<file path="src/rtl/btn_debouncer_pkg.sv">
// Shared types and defaults for the push-button debouncer.
// Default timing assumes the 12 MHz board clock.
package btn_debouncer_pkg;

    localparam int SYSCLK_HZ                = 12000000;
    localparam int DB_CYCLES_DEFAULT        = 120000;   // 10 ms
    localparam int DB_REPEAT_DELAY_DEFAULT  = 6000000;  // 500 ms
    localparam int DB_REPEAT_PERIOD_DEFAULT = 1200000;  // 100 ms

    typedef enum logic [1:0] {
        IDLE         = 2'd0,
        PRESS_WAIT   = 2'd1,
        PRESSED      = 2'd2,
        RELEASE_WAIT = 2'd3
    } db_state_t;

endpackage

</file>
<file path="src/rtl/sync_2ff.sv">
// Single-bit two-flop synchronizer with async active-high reset.
// Reusable for any asynchronous board input entering the sysclk domain.
module sync_2ff (
    input  logic sysclk,
    input  logic rst_sync2,
    input  logic d,
    output logic q
);

    logic meta;

    always_ff @(posedge sysclk or posedge rst_sync2) begin
        if (rst_sync2) begin
            meta <= 1'b0;
            q    <= 1'b0;
        end else begin
            meta <= d;
            q    <= meta;
        end
    end

endmodule

</file>
<file path="src/rtl/btn_debouncer.sv">
// Push-button debouncer: sync, stability-timer FSM, registered level and pulses.
// Define BTN_DEBOUNCER_AUTOREPEAT_EN to add auto-repeat press pulses while held.
module btn_debouncer
    import btn_debouncer_pkg::*;
#(
    parameter int DEBOUNCE_CYCLES = DB_CYCLES_DEFAULT,
    parameter int REPEAT_DELAY    = DB_REPEAT_DELAY_DEFAULT,
    parameter int REPEAT_PERIOD   = DB_REPEAT_PERIOD_DEFAULT
) (
    input  logic sysclk,
    input  logic rst_sync2,
    input  logic btn,
    output logic btn_level,
    output logic press_pulse,
    output logic release_pulse
);

    generate
        if (DEBOUNCE_CYCLES < 2) begin : g_bad_debounce
            $error("btn_debouncer: DEBOUNCE_CYCLES must be >= 2");
        end
        if (REPEAT_DELAY < 2 || REPEAT_PERIOD < 2) begin : g_bad_repeat
            $error("btn_debouncer: REPEAT_DELAY and REPEAT_PERIOD must be >= 2");
        end
    endgenerate

    localparam int CNT_W = $clog2(DEBOUNCE_CYCLES);
    localparam logic [CNT_W-1:0] CNT_LAST = CNT_W'(DEBOUNCE_CYCLES - 1);

    logic       btn_s;
    db_state_t  state;
    logic [CNT_W-1:0] cnt;
    logic       accept;
    logic       rep_fire;

    sync_2ff u_sync (
        .sysclk    (sysclk),
        .rst_sync2 (rst_sync2),
        .d         (btn),
        .q         (btn_s)
    );

    assign accept = (state == PRESS_WAIT) && btn_s && (cnt == CNT_LAST);

`ifdef BTN_DEBOUNCER_AUTOREPEAT_EN
    localparam int REP_MAX = (REPEAT_DELAY > REPEAT_PERIOD) ? REPEAT_DELAY : REPEAT_PERIOD;
    localparam int REP_W   = $clog2(REP_MAX);

    logic [REP_W-1:0] rep_cnt;
    logic             holding;

    assign holding  = (state == PRESSED) && btn_s;
    assign rep_fire = holding && (rep_cnt == '0);

    // Down-counter; preloaded with DELAY-1 whenever the button is not
    // steadily held, so the first repeat lands REPEAT_DELAY after accept.
    always_ff @(posedge sysclk or posedge rst_sync2) begin
        if (rst_sync2)
            rep_cnt <= '0;
        else if (!holding)
            rep_cnt <= REP_W'(REPEAT_DELAY - 1);
        else if (rep_cnt == '0)
            rep_cnt <= REP_W'(REPEAT_PERIOD - 1);
        else
            rep_cnt <= rep_cnt - 1'b1;
    end
`else
    assign rep_fire = 1'b0;
`endif

    always_ff @(posedge sysclk or posedge rst_sync2) begin
        if (rst_sync2) begin
            state         <= IDLE;
            cnt           <= '0;
            btn_level     <= 1'b0;
            press_pulse   <= 1'b0;
            release_pulse <= 1'b0;
        end else begin
            press_pulse   <= accept | rep_fire;
            release_pulse <= 1'b0;
            case (state)
                IDLE: begin
                    if (btn_s) begin
                        state <= PRESS_WAIT;
                        cnt   <= '0;
                    end
                end
                PRESS_WAIT: begin
                    if (!btn_s) begin
                        state <= IDLE;
                    end else if (cnt == CNT_LAST) begin
                        state     <= PRESSED;
                        btn_level <= 1'b1;
                    end else begin
                        cnt <= cnt + 1'b1;
                    end
                end
                PRESSED: begin
                    if (!btn_s) begin
                        state <= RELEASE_WAIT;
                        cnt   <= '0;
                    end
                end
                RELEASE_WAIT: begin
                    if (btn_s) begin
                        state <= PRESSED;
                    end else if (cnt == CNT_LAST) begin
                        state         <= IDLE;
                        btn_level     <= 1'b0;
                        release_pulse <= 1'b1;
                    end else begin
                        cnt <= cnt + 1'b1;
                    end
                end
                default: state <= IDLE;
            endcase
        end
    end

endmodule

</file>
<file path="config.mk">
export PLATFORM = sky130hd
export DESIGN_NAME = btn_debouncer
export DESIGN_NICKNAME = d
export VERILOG_FILES = /design/src/rtl/btn_debouncer_pkg.sv /design/src/rtl/sync_2ff.sv /design/src/rtl/btn_debouncer.sv
export SDC_FILE = /design/constraint.sdc
export NUM_CORES = 1
export LEC_CHECK = 0
export CAP_MARGIN = 20
export CORE_AREA = 2 2 55 57
export DETAILED_ROUTE_END_ITERATION = 8
export DIE_AREA = 0 0 57 59
export PLACE_DENSITY = 0.71
export RECOVER_POWER = 50
export SLEW_MARGIN = 30
export SYNTH_ARGS = -nofsm -noshare
export SYNTH_HDL_FRONTEND = slang
export SYNTH_SLANG_ARGS = --single-unit
</file>
<file path="constraint.sdc">
create_clock -name sysclk -period 3.2 [get_ports sysclk]
set_clock_uncertainty 0.1 [all_clocks]
set_input_delay 0.96 -clock sysclk [delete_from_list [all_inputs] [get_ports sysclk]]
set_output_delay 0.96 -clock sysclk [all_outputs]
set_load 0.03 [all_outputs]
</file>
layer_met2.png
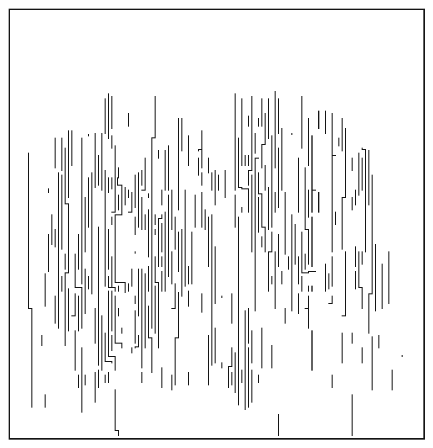
nets with wire on the layer: 134
longest straight run: 26.3 microns
main direction: vertical
GR Layer Usage met2: 0.322
routed wire length: 2920 microns

==> deck_impl_summary.md <==
Physical Implementation Snapshot

Outcome
  – Status: finished, final reports clean

Floorplan
  – N_taps: 31
  – Core box area: 2710 sq um
  – Site Rows: 19
  – Chip area: about 3400 sq um

Placed design
  – HPWL Detailed: 1960 microns
  – Pre-CTS setup slack: about 1.1 ns

Power and ir drop
  – Power per standard cell area: 416 nW/um^2
  – P_int: between 0.0004 and 0.0005 W
  – Total power: 0.000604 W
  – Max power group: sequential cells
  – P_leak: 0.555 nW
  – Flop pwr share: 0.556
  – Clk. pwr: between 0.0002 and 0.00025 W
  – Comb. pwr: about 0.000044 W

Timing
  – Min Tclk post-route: roughly 2.5 ns
  – Final worst setup slack: approximately 0.73 ns
  – Final worst-path cycle share: 0.772
  – RSZ-0062 raised after global routing: false
  – Fmax: 0.405 GHz
  – Least-Margin Pin Slew: 1.32 ns

Flow run
  – Max cap viols: 0
  – Tool warnings: 26

Critical path
  – R2R setup slack: 1.09 ns
  – R2R Path End: cnt[11]
  – Reg2reg path depth: 4
  – Worst Path Required: 2.14 ns
  – Family with the most delay on the worst path: buffers and inverters
  – Crit. End Element: primary output
  – CP arrival: between 1 and 1.5 ns
  – Critical Path Sink: btn_level
  – Crit. Startpoint: btn_level

GRT
  – Met3 Use GR: 0.0459
  – Initial antenna violation count: 0
  – Most Crowded Layer GR: met2
  – Remaining global-route overflow: 0
  – Vias in the first global route: between 1000 and 1500

Clocking
  – CTS max path bufs: 2
  – CTS-repair resized insts: 0
  – Htree depth: 1
  – Clk ins delay skew pair: 0.33 ns
  – Post-CTS setup buffer count: 0

Cells and area
  – Most frequent logic cells in the routed design: 24 x dfrtp_1, 18 x nand2_1, 8 x inv_1, 8 x o21ai_1, 7 x nand3_1
  – Clock Buffer Count: 3
  – Gate Area: 661 sq um
  – Max reg flops: 17
  – Signal buffers: 8
  – Non-clock buffer area fraction after layout: 0.0474
  – Logic inverters: 8
  – Seq area share: 0.414
  – Fraction of area in multi-input gates: 0.455

Routing
  – Antenna viol nets, final: 0
  – Vias post-DR: 1165
  – First-pass iteration count of the detailed router: 4

Yosys
  – YS warnings: 0
  – Area fraction in compound gates: 0.160
  – Area leader share: 0.453
  – Unique masters post-synth: 38
  – Xor/xnor share: 0.0132
  – Top cells by area: dfrtp_1 45%, nand2_1 5.1%, mux2i_1 3.8%
  – Mux contribution to synthesized area: 0.0377
  – # Cells Yosys: 143

Min path
  – Tightest Hold Check Type: flop to flop
  – Worst Hold Path Cells: 0
sizes.png
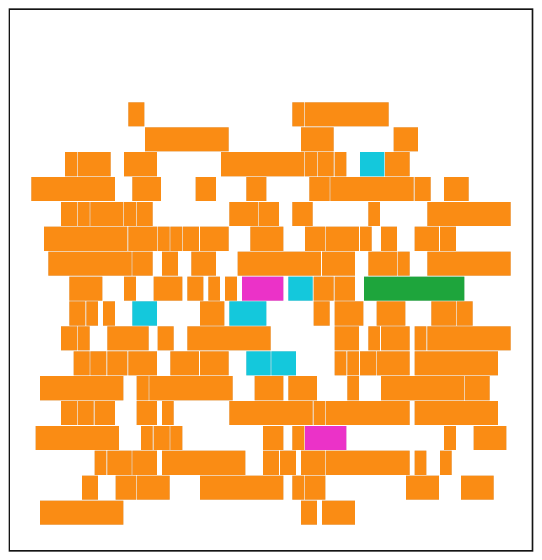
legend:
  _0 and _1 cells:
    color: orange
    cells: 138
    share: 94%
  _3 and _4 cells:
    color: cyan
    cells: 6
    share: 4.1%
  _2 cells:
    color: magenta
    cells: 2
    share: 1.4%
  _6 and larger:
    color: green
    cells: 1
    share: 0.68%

Power and IR drop assume default switching activity.
